**src/rtl/char_feeder_pkg.sv**
```systemverilog
// Shared constants for the keyboard feeder ahead of the 5-character recognizer.
package char_feeder_pkg;

  localparam int CHAR_W = 7;

  localparam logic [CHAR_W-1:0] ASCII_LF = 7'h0A;
  localparam logic [CHAR_W-1:0] ASCII_CR = 7'h0D;

  localparam logic [1:0] ST_ACCEPT = 2'd0;
  localparam logic [1:0] ST_DRAIN  = 2'd1;
  localparam logic [1:0] ST_DONE   = 2'd2;

  function automatic logic [3:0] sat_inc4(input logic [3:0] v);
    return (v == '1) ? v : v + 4'd1;
  endfunction

endpackage

```
**src/rtl/char_fifo.sv**
```systemverilog
// DEPTH x CHAR_W circular buffer; full/empty derived from the occupancy count.
module char_fifo
  import char_feeder_pkg::*;
#(
  parameter int DEPTH  = 8,
  parameter int CHAR_W = 7
) (
  input  logic                     clk,
  input  logic                     rst,
  input  logic                     push,
  input  logic [CHAR_W-1:0]        wdata,
  input  logic                     pop,
  output logic [CHAR_W-1:0]        rdata,
  output logic                     full,
  output logic                     empty,
  output logic [$clog2(DEPTH):0]   count
);

  localparam int PTR_W = $clog2(DEPTH);
  localparam int CNT_W = PTR_W + 1;

  logic [CHAR_W-1:0] mem_q [DEPTH];
  logic [CHAR_W-1:0] mem_d [DEPTH];
  logic [PTR_W-1:0]  wr_ptr_q, wr_ptr_d;
  logic [PTR_W-1:0]  rd_ptr_q, rd_ptr_d;
  logic [CNT_W-1:0]  count_q, count_d;
  logic              do_push, do_pop;

  assign full    = (count_q == CNT_W'(DEPTH));
  assign empty   = (count_q == '0);
  assign count   = count_q;
  assign rdata   = mem_q[rd_ptr_q];
  assign do_push = push && !full;
  assign do_pop  = pop && !empty;

  always_comb begin
    mem_d    = mem_q;
    wr_ptr_d = wr_ptr_q;
    rd_ptr_d = rd_ptr_q;
    count_d  = count_q;
    if (do_push) begin
      mem_d[wr_ptr_q] = wdata;
      wr_ptr_d        = wr_ptr_q + PTR_W'(1);
    end
    if (do_pop) begin
      rd_ptr_d = rd_ptr_q + PTR_W'(1);
    end
    case ({do_push, do_pop})
      2'b10:   count_d = count_q + CNT_W'(1);
      2'b01:   count_d = count_q - CNT_W'(1);
      default: count_d = count_q;
    endcase
  end

  always_ff @(posedge clk or posedge rst) begin
    if (rst) begin
      for (int unsigned i = 0; i < DEPTH; i++) begin
        mem_q[i] <= '0;
      end
      wr_ptr_q <= '0;
      rd_ptr_q <= '0;
      count_q  <= '0;
    end else begin
      mem_q    <= mem_d;
      wr_ptr_q <= wr_ptr_d;
      rd_ptr_q <= rd_ptr_d;
      count_q  <= count_d;
    end
  end

endmodule

```
**src/rtl/char_feeder.sv**
```systemverilog
// Buffers typed characters, strips ENTER/CR, and strobes them out at a paced rate,
// flagging end-of-word with the delivered length once the buffer has drained.
module char_feeder
  import char_feeder_pkg::*;
#(
  parameter int                DEPTH     = 8,
  parameter int                CHAR_W    = 7,
  parameter logic [CHAR_W-1:0] TERM_CHAR = 7'h0A,
  parameter bit                DROP_CR   = 1'b1,
  parameter int                PACE      = 2,
  parameter int                LEN_W     = 4
) (
  input  logic                   clk,
  input  logic                   rst,
  input  logic                   in_valid,
  input  logic [CHAR_W-1:0]      in_char,
  output logic                   in_ready,
  output logic [CHAR_W-1:0]      out_char,
  output logic                   out_stb,
  output logic                   word_end,
  output logic [LEN_W-1:0]       word_len,
  output logic [$clog2(DEPTH):0] fifo_cnt
);

  localparam int PACE_W = $clog2(PACE) + 1;

  logic [1:0]        state_q, state_d;
  logic [PACE_W-1:0] pace_q, pace_d;
  logic [LEN_W-1:0]  len_q, len_d;
  logic [CHAR_W-1:0] out_char_q, out_char_d;
  logic              out_stb_q, out_stb_d;
  logic              word_end_q, word_end_d;
  logic [LEN_W-1:0]  word_len_q, word_len_d;

  logic              fifo_full, fifo_empty;
  logic [CHAR_W-1:0] fifo_head;
  logic              accept, is_term, is_cr, push, pop;

  assign in_ready = (state_q == ST_ACCEPT) && !fifo_full;
  assign accept   = in_valid && in_ready;
  assign is_term  = (in_char == TERM_CHAR);
  assign is_cr    = DROP_CR && (in_char == CHAR_W'(ASCII_CR));
  assign push     = accept && !is_term && !is_cr;
  assign pop      = !fifo_empty && (pace_q == '0);

  char_fifo #(
    .DEPTH  (DEPTH),
    .CHAR_W (CHAR_W)
  ) u_fifo (
    .clk   (clk),
    .rst   (rst),
    .push  (push),
    .wdata (in_char),
    .pop   (pop),
    .rdata (fifo_head),
    .full  (fifo_full),
    .empty (fifo_empty),
    .count (fifo_cnt)
  );

  always_comb begin
    state_d = state_q;
    case (state_q)
      ST_ACCEPT: if (accept && is_term) state_d = ST_DRAIN;
      ST_DRAIN:  if (fifo_empty && (pace_q == '0)) state_d = ST_DONE;
      ST_DONE:   state_d = ST_ACCEPT;
      default:   state_d = ST_ACCEPT;
    endcase
  end

  always_comb begin
    pace_d     = pace_q;
    len_d      = len_q;
    out_char_d = out_char_q;
    out_stb_d  = 1'b0;
    word_end_d = 1'b0;
    word_len_d = word_len_q;
    if (pop) begin
      out_char_d = fifo_head;
      out_stb_d  = 1'b1;
      pace_d     = PACE_W'(PACE - 1);
      len_d      = (len_q == '1) ? len_q : len_q + LEN_W'(1);
    end else if (pace_q != '0) begin
      pace_d = pace_q - PACE_W'(1);
    end
    // DONE is only reached with the FIFO empty, so no pop can race the length clear.
    if (state_q == ST_DONE) begin
      word_end_d = 1'b1;
      word_len_d = len_q;
      len_d      = '0;
    end
  end

  always_ff @(posedge clk or posedge rst) begin
    if (rst) begin
      state_q    <= ST_ACCEPT;
      pace_q     <= '0;
      len_q      <= '0;
      out_char_q <= '0;
      out_stb_q  <= 1'b0;
      word_end_q <= 1'b0;
      word_len_q <= '0;
    end else begin
      state_q    <= state_d;
      pace_q     <= pace_d;
      len_q      <= len_d;
      out_char_q <= out_char_d;
      out_stb_q  <= out_stb_d;
      word_end_q <= word_end_d;
      word_len_q <= word_len_d;
    end
  end

  assign out_char = out_char_q;
  assign out_stb  = out_stb_q;
  assign word_end = word_end_q;
  assign word_len = word_len_q;

endmodule

```
**config.mk**
```make
export PLATFORM = sky130hd
export DESIGN_NAME = char_feeder
export DESIGN_NICKNAME = d
export VERILOG_FILES = /design/src/rtl/char_feeder_pkg.sv /design/src/rtl/char_fifo.sv /design/src/rtl/char_feeder.sv
export SDC_FILE = /design/constraint.sdc
export NUM_CORES = 1
export LEC_CHECK = 0
export ABC_AREA = 1
export CORE_MARGIN = 1.5
export CORE_UTILIZATION = 50
export DETAILED_ROUTE_END_ITERATION = 10
export PLACE_DENSITY = 0.69
export SETUP_SLACK_MARGIN = 0.2
export SYNTH_ARGS = -nofsm -noshare
export SYNTH_HDL_FRONTEND = slang
export SYNTH_SLANG_ARGS = --single-unit
```
**constraint.sdc**
```tcl
create_clock -name clk -period 2.85 [get_ports clk]
set_input_delay 0.4275 -clock clk [delete_from_list [all_inputs] [get_ports clk]]
set_output_delay 0.4275 -clock clk [all_outputs]
set_load 0.05 [all_outputs]
```
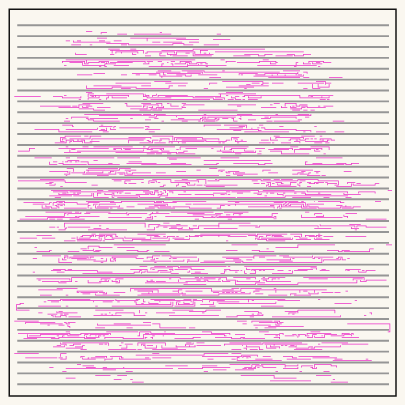
run_1/met1.png
Drawn at 4 px/um. Supply wires on this layer in gray.
nets with wire on the layer = 530
wire length on this layer = 5030 um
Detailed Route WL: 10600 um
GR Util met1: 36.6%

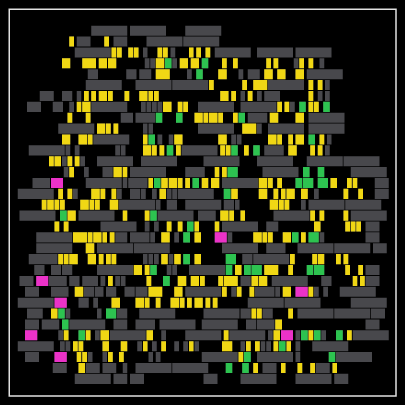
run_1/gate_families.png
Drawn at 4 px/um.
green -> inverting AOI/OAI gates  # cells 49, most used o21ai_0
magenta -> XOR/XNOR gates  # cells 8, most used xor2_1
yellow -> NAND gates  # cells 255, most used nand2_1, where widely spread
dominant logic cell type in the layout: nand2_1
Non-Filler Instances: 674
logic share of the area: 38.5%

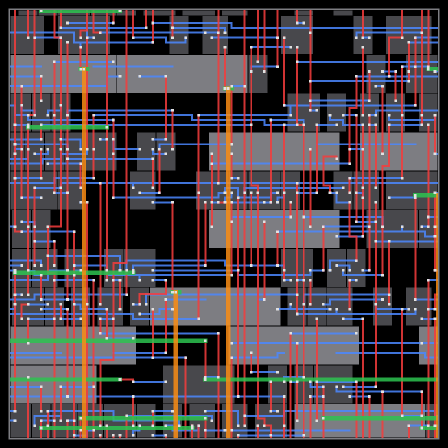
run_1/zoom.png
Window x 33 to 63, y 52 to 82 um. Cells in gray, sequential cells in the stronger gray; small squares are vias.
orange -> met4
red -> met2
green -> met3
blue -> met1
netlist names of flops here include = `u_fifo.mem_q` (10)
sequential cells in the window = 10
most frequent = nand2_1 (23), nor2_1 (15), nand4_1 (11)
cells with their middle in the window = 80

==> impl_metrics.toml, run 1 <==
# implementation run metrics
[outcome]
status = "completed"

[power]
power_frac_comb_pct = 48.6
vdd_drop_max_mv = 0.674
switching_power_uw = 2740
p_seq_share_pct = 37.0
clock_power_share_pct = 14.4
p_comb_uw = 2850
p_seq_uw = 2170

[placement]
place_congestion = 0.848
io_buffers = 27
post-place-cells = 654
placed_cell_area_mm2 = 0.00472
hpwl_um = 6880

[global_routing]
grt_pass1_wl_um = 17600
gr-max-usage-layer = "met2"
grt-ovfl-total = 0
track_usage_pct = 25.2
antenna_found_initial = 0

[cts]
cts_tree = "done"
cts_buffer_depth = 2
clkLatencyLatePin_ns = 0.36
clock-sinks = 87
cts_setup_buffers = 0
numCtsBuffers = 9

[cells_and_area]
area_dominant_class = "flip-flops and latches"
clk_share_pct = 3.80
inverters = 23
ff_count = 87
seqCellArea_mm2 = 0.00218
n_all_buffers = 49
final_cell_mix = "nand2_1 (164), dfrtp_1 (87), nor2_1 (73)"
fin_area_mm2 = 0.00494
seq_share_pct = 44.1
comb_cells = 394
nNetsFinal = 580

[logic_synthesis]
most_common_cell = "nand2_1"
postSynth.asyncResetShare_pct = 100
yosysUniqueCellTypes = 27
netlist.area_leader.share_pct = 50.0
synthTopLogicFamily = "simple AND/OR/NAND/NOR gates"
compound_area_share_pct = 6.10
ys_warn_count = 0
syn_inst = 537
yosys_area_mm2 = 0.00435
synthTopCellsByArea = "dfrtp_1 (50%), nand2_1 (14%), nand4_1 (8.3%), nor2_1 (6.3%), o21ai_0 (4.0%)"

[run]
warning_count = 27
cap_violations = 0

[critical_path]
cp_data_arrival_time_ns = 1.96
regToRegStartpoint = "u_fifo.count[0]"
crit_type = "reg -> out"
cp_slowest_stage_delay_ns = 0.68
start_kind = "register"
crit_cells = 5
endpoint_kind = "output port"
crit_slowest_cell = "clkdlybuf4s50_1"
cpMostUsedCell = "nand2_1"
critPathRequiredTime_ns = 2.42

[final_timing]
finalSetupTns_ns = 0
clock_skew_ns = 0.0102
relSlewSlack_pct = 41.0
finalMaxSlewViolations = 0
period_needed_ns = 2.39
tightestPinTransition_ns = 0.884
setup_viol = 0

[detailed_routing]
drt-initial-drc-count = 272
top_layer_used = "met4"
remaining_drc_errors = 0
routedLengthMet1_um = 5030
ant_nets = 0
first_pass_iters = 4

[floorplanning]
fp.dieW_um = 96.3
tap_cells = 105
io_pins = 28

[min_path]
hold_class = "reg -> reg"
hold_depth = 2
==> run 2, diff against run 1 <==
--- a/config.mk
+++ b/config.mk
@@ -9,7 +9,7 @@
 export CORE_MARGIN = 1.5
 export CORE_UTILIZATION = 50
 export DETAILED_ROUTE_END_ITERATION = 10
-export PLACE_DENSITY = 0.69
+export PLACE_DENSITY = 0.72
 export SETUP_SLACK_MARGIN = 0.2
 export SYNTH_ARGS = -nofsm -noshare
 export SYNTH_HDL_FRONTEND = slang
==> constraint.sdc (replaced) <==
create_clock -name clk -period 2.1 [get_ports clk]
set_input_delay 0.315 -clock clk [delete_from_list [all_inputs] [get_ports clk]]
set_output_delay 0.315 -clock clk [all_outputs]
set_load 0.05 [all_outputs]
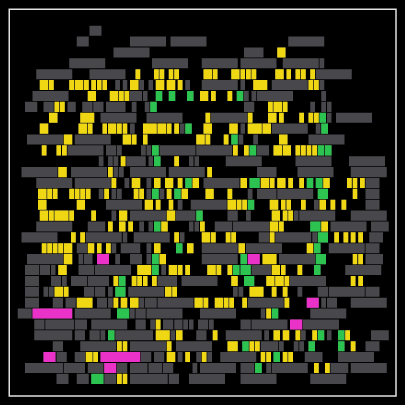
run_2/gate_families.png
Drawn at 4 px/um.
magenta -> XOR/XNOR gates  # cells 8, most used xor2_1
green -> inverting AOI/OAI gates  # cells 49, most used o21ai_0
yellow -> NAND gates  # cells 255, most used nand2_1, where widely spread
logic share of the area: 39.2%
Non-Filler Instances: 684

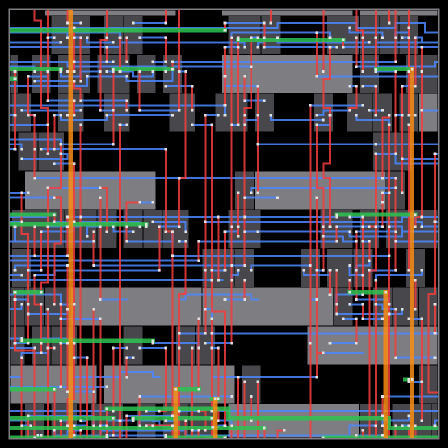
run_2/zoom.png
Window x 33 to 63, y 52 to 82 um. Cells in gray, sequential cells in the stronger gray; small squares are vias.
blue -> met1
orange -> met4
red -> met2
green -> met3
most frequent = nand2_1 (23), nor2_1 (16), o21ai_0 (11)
netlist names of flops here include = `u_fifo.mem_q` (9)
sequential cells in the window = 9
cells with their middle in the window = 78

==> impl_metrics.toml, run 2 <==
# implementation run metrics
[final_timing]
finalSetupTns_ns = 0
period_needed_ns = 1.93
relSlewSlack_pct = 59.0
finalMaxSlewViolations = 0

[floorplanning]
fp.dieW_um = 96.3
tap_cells = 105
io_pins = 28

[outcome]
status = "completed"

[detailed_routing]
first_pass_iters = 5
top_layer_used = "met4"
drt-initial-drc-count = 323
remaining_drc_errors = 0
routedLengthMet1_um = 4860

[cts]
numCtsBuffers = 9
cts_buffer_depth = 2
clock-sinks = 87
clkLatencyLatePin_ns = 0.37

[critical_path]
crit_slowest_cell = "dfrtp_2"
endpoint_kind = "register"
regToRegStartpoint = "u_fifo.count[3]"
cp_data_arrival_time_ns = 2.18
start_kind = "register"

[run]
warning_count = 29
cap_violations = 0

[cells_and_area]
comb_cells = 394
ff_count = 87
seq_share_pct = 42.4
nNetsFinal = 590
inverters = 23
clk_share_pct = 3.53
n_all_buffers = 59

[logic_synthesis]
postSynth.asyncResetShare_pct = 100
yosys_area_mm2 = 0.00435
syn_inst = 537
ys_warn_count = 0
synthTopCellsByArea = "dfrtp_1 (50%), nand2_1 (14%), nand4_1 (8.3%), nor2_1 (6.3%), o21ai_0 (4.0%)"
yosysUniqueCellTypes = 27

[placement]
hpwl_um = 6750
place_congestion = 0.839
placed_cell_area_mm2 = 0.00479

[power]
p_seq_uw = 2960
p_seq_share_pct = 35.6
clock_power_share_pct = 13.3
vdd_drop_max_mv = 1.11

[global_routing]
grt_pass1_wl_um = 17700
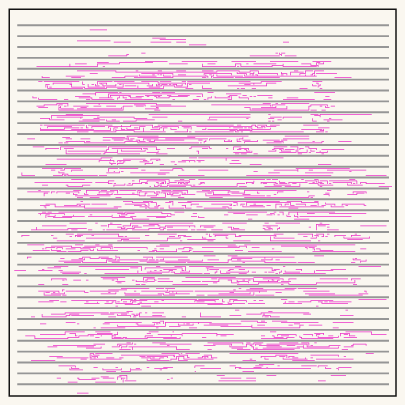
run_2/met1.png
Drawn at 4 px/um. Supply wires on this layer in gray.
wire length on this layer = 4860 um
share of all routed wire = 44%
nets with wire on the layer = 529
longest straight run = 27.6 um
main direction = horizontal
GR Util met1: 36.4%
vias: 3879

==> run 3, diff against run 2 <==
--- a/config.mk
+++ b/config.mk
@@ -9,6 +9,7 @@
 export CORE_MARGIN = 1.5
 export CORE_UTILIZATION = 50
 export DETAILED_ROUTE_END_ITERATION = 10
+export GPL_ROUTABILITY_DRIVEN = 0
 export PLACE_DENSITY = 0.72
 export SETUP_SLACK_MARGIN = 0.2
 export SYNTH_ARGS = -nofsm -noshare
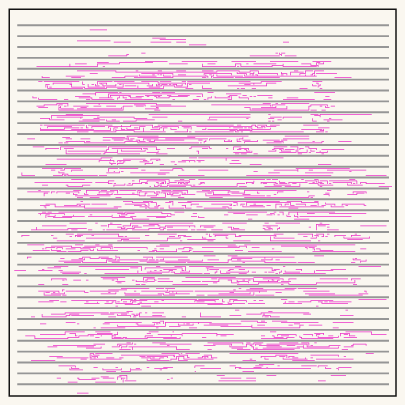
run_3/met1.png
Drawn at 4 px/um. Supply wires on this layer in gray.
wire length on this layer = 4860 um
share of all routed wire = 44%
Detailed Route WL: 11000 um

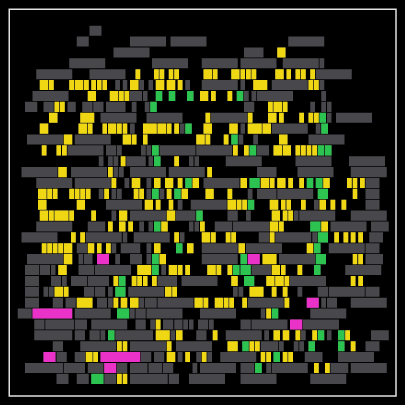
run_3/gate_families.png
Drawn at 4 px/um.
green -> inverting AOI/OAI gates  # cells 49, most used o21ai_0
yellow -> NAND gates  # cells 255, most used nand2_1, where widely spread
magenta -> XOR/XNOR gates  # cells 8, most used xor2_1

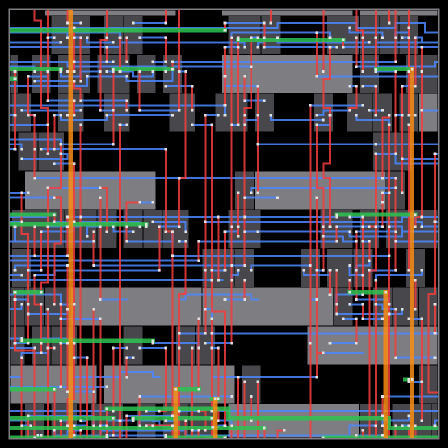
run_3/zoom.png
Window x 33 to 63, y 52 to 82 um. Cells in gray, sequential cells in the stronger gray; small squares are vias.
orange -> met4
green -> met3
blue -> met1
red -> met2
sequential cells in the window = 9
most frequent = nand2_1 (23), nor2_1 (16), o21ai_0 (11)
cells with their middle in the window = 78
netlist names of flops here include = `u_fifo.mem_q` (9)

==> impl_metrics.toml, run 3 <==
# implementation run metrics
[placement]
post-place-cells = 657
io_buffers = 27

[critical_path]
cpMostUsedCell = "ha_4"
crit_slowest_cell = "dfrtp_2"
cp_slowest_stage_delay_ns = 0.43
regToRegStartpoint = "u_fifo.count[3]"
cp_data_arrival_time_ns = 2.18
crit_type = "reg -> reg"
critPathRequiredTime_ns = 2.36

[power]
p_seq_share_pct = 35.6
power_frac_comb_pct = 51.1
switching_power_uw = 3880
p_comb_uw = 4250
vdd_drop_max_mv = 1.11

[logic_synthesis]
postSynth.asyncResetShare_pct = 100
synthTopLogicFamily = "simple AND/OR/NAND/NOR gates"
syn_inst = 537
compound_area_share_pct = 6.10

[floorplanning]
io_pins = 28
fp.dieW_um = 96.3

[cells_and_area]
area_dominant_class = "flip-flops and latches"
nNetsFinal = 590
stdcell_count = 684
comb_cells = 394
n_all_buffers = 59
lay_top_count = "nand2_1"

[detailed_routing]
vias = 3879

[global_routing]
grt_pass1_wl_um = 17700
track_usage_pct = 25.5
gr-max-usage-layer = "met2"
antenna_found_initial = 0
grt-ovfl-total = 0

[outcome]
status = "completed"

[run]
cap_violations = 0

[final_timing]
tightestPinTransition_ns = 0.613

[min_path]
hold_class = "in -> async"

[cts]
cts_setup_buffers = 8
clkLatencyLatePin_ns = 0.37
numCtsBuffers = 9
